## config.mk

```make
export PLATFORM = sky130hd
export DESIGN_NAME = reg_bus_arbiter
export DESIGN_NICKNAME = d
export VERILOG_FILES = /design/src/rtl/reg_bus_arbiter.sv
export SDC_FILE = /design/constraint.sdc
export NUM_CORES = 1
export LEC_CHECK = 0
export CAP_MARGIN = 25
export CORE_MARGIN = 5
export CORE_UTILIZATION = 39
export CTS_BUF_LIST = sky130_fd_sc_hd__clkbuf_16
export DETAILED_ROUTE_END_ITERATION = 10
export PLACE_DENSITY = 0.89
export REMOVE_ABC_BUFFERS = 1
export SLEW_MARGIN = 20
export SYNTH_ARGS = -nofsm -noshare
export SYNTH_HDL_FRONTEND = slang
export SYNTH_SLANG_ARGS = --single-unit
export TNS_END_PERCENT = 10
```

## constraint.sdc

```tcl
create_clock -name clk -period 2.21 [get_ports clk]
set_clock_uncertainty 0.2 [all_clocks]
set_input_delay 0.442 -clock clk [delete_from_list [all_inputs] [get_ports clk]]
set_output_delay 0.442 -clock clk [all_outputs]
set_load 0.01 [all_outputs]
```

## src/rtl/reg_bus_arbiter.sv

```systemverilog
// rtl/reg_bus_arbiter.sv - round-robin arbiter sharing one register-bus port between requesters
// One transaction in flight at a time, with a watchdog that completes unacked accesses with an error.
module reg_bus_arbiter #(
  parameter int NUM_MASTERS    = 2,
  parameter int REG_ADDR_WIDTH = 16,
  parameter int REG_DATA_WIDTH = 32,
  parameter int TIMEOUT_CYCLES = 64
) (
  input  logic                                     clk,
  input  logic                                     rst,
  input  logic [NUM_MASTERS-1:0]                   m_reg_req,
  input  logic [NUM_MASTERS*REG_ADDR_WIDTH-1:0]    m_reg_addr,
  input  logic [NUM_MASTERS*REG_DATA_WIDTH-1:0]    m_reg_wdata,
  input  logic [NUM_MASTERS-1:0]                   m_reg_wren,
  input  logic [NUM_MASTERS*REG_DATA_WIDTH/8-1:0]  m_reg_be,
  output logic [NUM_MASTERS-1:0]                   m_reg_ack,
  output logic                                     m_reg_err,
  output logic [REG_DATA_WIDTH-1:0]                m_reg_rdata,
  output logic [REG_ADDR_WIDTH-1:0]                reg_addr,
  output logic [REG_DATA_WIDTH-1:0]                reg_wdata,
  output logic                                     reg_wren,
  output logic [REG_DATA_WIDTH/8-1:0]              reg_be,
  output logic                                     reg_req,
  input  logic                                     reg_ack,
  input  logic                                     reg_err,
  input  logic [REG_DATA_WIDTH-1:0]                reg_rdata,
  output logic [$clog2(NUM_MASTERS)-1:0]           grant,
  output logic                                     busy,
  output logic                                     timeout
);

  localparam int GW = $clog2(NUM_MASTERS);
  localparam int BW = REG_DATA_WIDTH / 8;
  localparam int CW = $clog2(TIMEOUT_CYCLES);

  typedef enum logic [1:0] {IDLE, ISSUE, WAIT, RESP} state_t;

  state_t                    state_q, state_d;
  logic [GW-1:0]             last_grant_q, last_grant_d;
  logic [CW-1:0]             cnt_q, cnt_d;

  logic [GW-1:0]             grant_d;
  logic                      busy_d, timeout_d, reg_req_d, reg_wren_d, m_reg_err_d;
  logic [NUM_MASTERS-1:0]    m_reg_ack_d;
  logic [REG_DATA_WIDTH-1:0] m_reg_rdata_d, reg_wdata_d;
  logic [REG_ADDR_WIDTH-1:0] reg_addr_d;
  logic [BW-1:0]             reg_be_d;

  logic [REG_ADDR_WIDTH-1:0] addr_arr  [NUM_MASTERS];
  logic [REG_DATA_WIDTH-1:0] wdata_arr [NUM_MASTERS];
  logic [BW-1:0]             be_arr    [NUM_MASTERS];

  logic                      sel_valid;
  logic [GW-1:0]             sel_idx;
  logic [GW-1:0]             cand;

  always_comb begin
    for (int i = 0; i < NUM_MASTERS; i++) begin
      addr_arr[i]  = m_reg_addr[i*REG_ADDR_WIDTH +: REG_ADDR_WIDTH];
      wdata_arr[i] = m_reg_wdata[i*REG_DATA_WIDTH +: REG_DATA_WIDTH];
      be_arr[i]    = m_reg_be[i*BW +: BW];
    end
  end

  // Search starts one past the last winner so the previous owner has lowest priority.
  always_comb begin
    sel_valid = 1'b0;
    sel_idx   = '0;
    cand      = '0;
    for (int k = 1; k <= NUM_MASTERS; k++) begin
      cand = GW'((int'(last_grant_q) + k) % NUM_MASTERS);
      if (!sel_valid && m_reg_req[cand]) begin
        sel_valid = 1'b1;
        sel_idx   = cand;
      end
    end
  end

  always_comb begin
    state_d       = state_q;
    last_grant_d  = last_grant_q;
    cnt_d         = cnt_q;
    grant_d       = grant;
    reg_addr_d    = reg_addr;
    reg_wdata_d   = reg_wdata;
    reg_wren_d    = reg_wren;
    reg_be_d      = reg_be;
    m_reg_err_d   = m_reg_err;
    m_reg_rdata_d = m_reg_rdata;
    reg_req_d     = 1'b0;
    m_reg_ack_d   = '0;
    timeout_d     = 1'b0;

    case (state_q)
      IDLE: begin
        if (sel_valid) begin
          grant_d     = sel_idx;
          reg_addr_d  = addr_arr[sel_idx];
          reg_wdata_d = wdata_arr[sel_idx];
          reg_wren_d  = m_reg_wren[sel_idx];
          reg_be_d    = be_arr[sel_idx];
          reg_req_d   = 1'b1;
          state_d     = ISSUE;
        end
      end
      ISSUE: begin
        cnt_d = '0;
        if (reg_ack) begin
          m_reg_rdata_d      = reg_rdata;
          m_reg_err_d        = reg_err;
          m_reg_ack_d[grant] = 1'b1;
          state_d            = RESP;
        end else begin
          state_d = WAIT;
        end
      end
      WAIT: begin
        // A real ack on the terminal count takes priority over the watchdog.
        if (reg_ack) begin
          m_reg_rdata_d      = reg_rdata;
          m_reg_err_d        = reg_err;
          m_reg_ack_d[grant] = 1'b1;
          state_d            = RESP;
        end else if (cnt_q == CW'(TIMEOUT_CYCLES - 1)) begin
          m_reg_rdata_d      = '0;
          m_reg_err_d        = 1'b1;
          m_reg_ack_d[grant] = 1'b1;
          timeout_d          = 1'b1;
          state_d            = RESP;
        end else begin
          cnt_d = cnt_q + CW'(1);
        end
      end
      RESP: begin
        last_grant_d = grant;
        state_d      = IDLE;
      end
      default: state_d = IDLE;
    endcase

    busy_d = (state_d != IDLE);
  end

  always_ff @(posedge clk) begin
    if (rst) begin
      state_q      <= IDLE;
      last_grant_q <= GW'(NUM_MASTERS - 1);
      cnt_q        <= '0;
      grant        <= '0;
      busy         <= 1'b0;
      timeout      <= 1'b0;
      reg_req      <= 1'b0;
      reg_addr     <= '0;
      reg_wdata    <= '0;
      reg_wren     <= 1'b0;
      reg_be       <= '0;
      m_reg_ack    <= '0;
      m_reg_err    <= 1'b0;
      m_reg_rdata  <= '0;
    end else begin
      state_q      <= state_d;
      last_grant_q <= last_grant_d;
      cnt_q        <= cnt_d;
      grant        <= grant_d;
      busy         <= busy_d;
      timeout      <= timeout_d;
      reg_req      <= reg_req_d;
      reg_addr     <= reg_addr_d;
      reg_wdata    <= reg_wdata_d;
      reg_wren     <= reg_wren_d;
      reg_be       <= reg_be_d;
      m_reg_ack    <= m_reg_ack_d;
      m_reg_err    <= m_reg_err_d;
      m_reg_rdata  <= m_reg_rdata_d;
    end
  end

endmodule

```

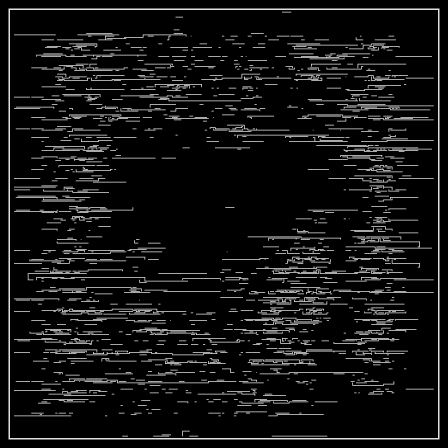
m1.png
wire length on this layer: 4920 um
longest straight run: 24.4 um
main direction: horizontal
nets with wire on the layer: 736

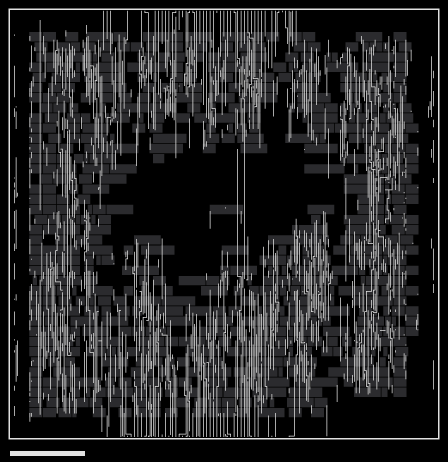
m2.png
Scale bar: 20 um.
wire length on this layer: 6880 um
longest straight run: 60.0 um
share of all routed wire: 52%
via count: 4296
total routed wirelength: 13.3 mm
M2 GR Usage: 36.2%

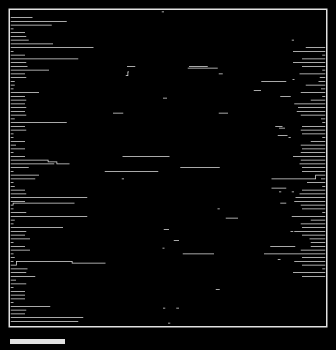
m3.png
Scale bar: 20 um.
main direction: horizontal
nets with wire on the layer: 162

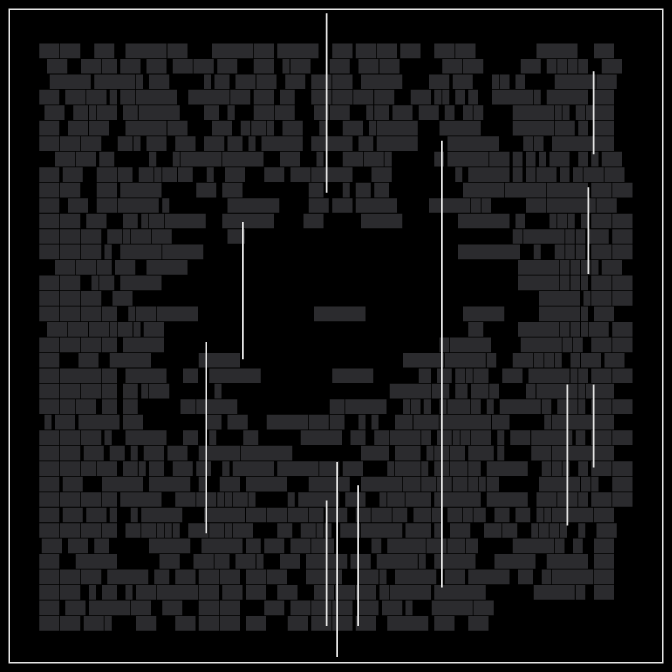
m4.png
longest straight run: 78.2 um
nets with wire on the layer: 10
share of all routed wire: 2.4%
main direction: vertical
wire length on this layer: 315 um

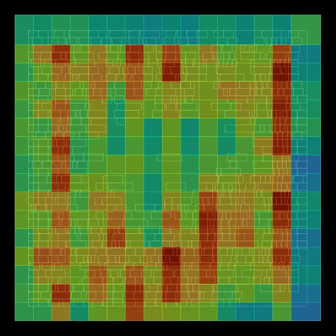
congestion_map.png
GRT met3 Usage: 5.18%
fin util: 66.6%
routing usage on met1: 20.4%

==> layout make-up <==
cell class                      instances  area [um^2]
Tap cell                              140          175
Clock inverter                          7         58.8
Sequential cell                       101         2020
Clock buffer                            9          225
Multi-Input combinational cell        322         2060
Timing Repair Buffer                  260         2630
Fill cell                             845         3610
Inverter                                4         15.0
==> report_power, final <==
part / internal [mW] / leakage [nW] / total [mW] / switching (mW)
Sequential: 2.34 / 0.832 / 2.62 / 0.281
Clock: 0.862 / 0.147 / 1.50 / 0.640
Combinational: 1.79 / 1.68 / 3.46 / 1.67
==> per-layer routing <==
metal / track usage [%] / up-vias / part of all wire (%)
met5: 0 / - / 0
met4: 8.00 / 0 / 2.4
met3: 5.18 / 26 / 9.2
met2: 36.2 / 199 / 52
met1: 20.4 / 1946 / 37
li1: - / 2125 / -
==> critical path, cell delays in order (launching register included) <==
cell	delay [ns]
dfxtp_1	0.38
inv_1	0.12
ha_1	0.32
a21boi_4	0.21
o21ai_2	0.11
or4_1	0.50
a21oi_1	0.16
==> state kept, by name, indices dropped and copies added (netlist names) <==
| register | cells |
|---|---|
| reg_wdata | 32 |
| m_reg_ack | 2 |
| m_reg_rdata | 32 |
| m_reg_err | 1 |
| cnt_q | 6 |
| last_grant_q | 1 |
| grant | 1 |
| reg_addr | 16 |
| timeout | 1 |
| busy | 1 |
| state_q | 2 |
| reg_wren | 1 |
| reg_req | 1 |
| reg_be | 4 |
==> final timing paths <==
| check | from | to | slack (ns) |
|---|---|---|---|
| min reg2reg | m_reg_rdata[10] | m_reg_rdata[10] | 0.28 |
| max reg2reg | state_q[0] | cnt_q[5] | 0.14 |
| max | state_q[0] | cnt_q[5] | 0.14 |
| min | m_reg_rdata[10] | m_reg_rdata[10] | 0.28 |
==> results.yml <==
# physical design summary
logic_synthesis:
  mux_share_pct: 12.4
  synth-adder-area-share_pct: 1.76
  yosysTopAreaCell: "dfxtp_1"
  async_flop_share_pct: 0
  synthTopLogicFamily: "AND-OR/OR-AND gates"
  topCellsByArea: "dfxtp_1, mux2i_1, a211oi_1"
  ys_ff: 101
  yosys_area_um2: 4270
  avgSynthCellArea_um2: 9.14
  netlist-cell-type-count: 41
  yosysSeqAreaShare_pct: 47.4
  ys_cells: 467
  yosysTopAreaCellShare_pct: 47.4
  netlist_top_cells_count: "dfxtp_1, nor2_1, a211oi_1"
  ff_type: "dfxtp_1"
  synthMostInstantiatedCell: "dfxtp_1"
  yosys_warnings: 0
  synthCells: 467
  aoi_share_pct: 21.2
  ys_sh_simple_pct: 11.7
  edf_count: 0
  ys_sh_xor_pct: 0.410
  syn_area_um2: 4270
timing:
  grt_setup_unrepaired: "no"
  tightest_slew_ns: 0.482
  finalSetupTns_ns: 0
  min_period_over_period_pct: 93.7
  whs_ns: 0.279
  fmax_mhz: 483
  post-route-min-period_ns: 2.07
  slew_viol_final: 0
  setup-violations-final: 0
  hold_viol_final: 0
  slew_headroom_pct: 67.9
  worst_slack_ns: 0.139
placed_design:
  dpl-instance-area_um2: 6890
  place_inst: 827
  pre_cts_ws_ns: -0.0268
  place_congestion: 0.839
  dp_hpwl_mm: 10.6
  port_buffers: 235
job:
  maxCapViolCount: 0
  tool_warnings: 29
setup_path:
  crit_type: "register to register"
  cp.arrival_ns: 2.13
  crit_path_end_kind: "register"
  cp_data_required_time_ns: 2.27
  reg2reg_depth: 6
  cp-start-kind: "register"
  critPathMaxFanout: 4
finish:
  lay_top_count: "clkdlybuf4s50_1"
  fin_nets: 848
  fin_area_um2: 7190
  fin_cells: 843
  drive_gt1_share_pct: 6.83
  syn_to_final_growth_pct: 68.4
  n_antenna_cell: 0
  lay_top_cells: "clkdlybuf4s50_1, dfxtp_1, nor2_1, a211oi_1, mux2i_1"
worst_hold_path:
  hold_path_depth: 2
  min_path_type: "register to register"
outcome:
  status: "finished clean"
clocking:
  clock_latency_ns: 0.33
  cts_buffer_depth: 2
  cts_tree: "yes"
  cts.sinks: 101
  cts.htree.levels: 3
  ctsHoldBuffers: 0
  root_buffer: "clkbuf_16"
  post_cts_buffers: 0
  cts_buffers: 9
  ctsResizeCount: 0
  clkTransAtPathRegs_ns: 0.07
die:
  chipArea_um2: 13100
  design.core.area_um2: 10800
  floorplan.core_util_pct: 39.5
  die-height_um: 115
  top_level_ports: 236
  die_w_um: 115
  fp-row-count: 38
drt:
  drt_iter0_markers: 337
  vias_per_cell: 5.10
  wl_per_cell_um: 15.8
  drtAntennaViolNets: 0
  drtPass1Iterations: 4
  drc_errors: 0
grt:
  grt_pass1_wl_mm: 20.6
  grt_usage_pct: 19.4
  grt_max_degree: 47
  overflow: 0
  antenna_found_initial: 0
  first_global_vias: 4435
power_and_ir_drop:
  p_total_mw: 7.58
  power_leakage_nw: 2.66
  ir_worst_vdd_mv: 0.600
  p_per_area_nw_per_um2: 1050
Power figures rest on the tool's default switching activity, not on a simulated workload.
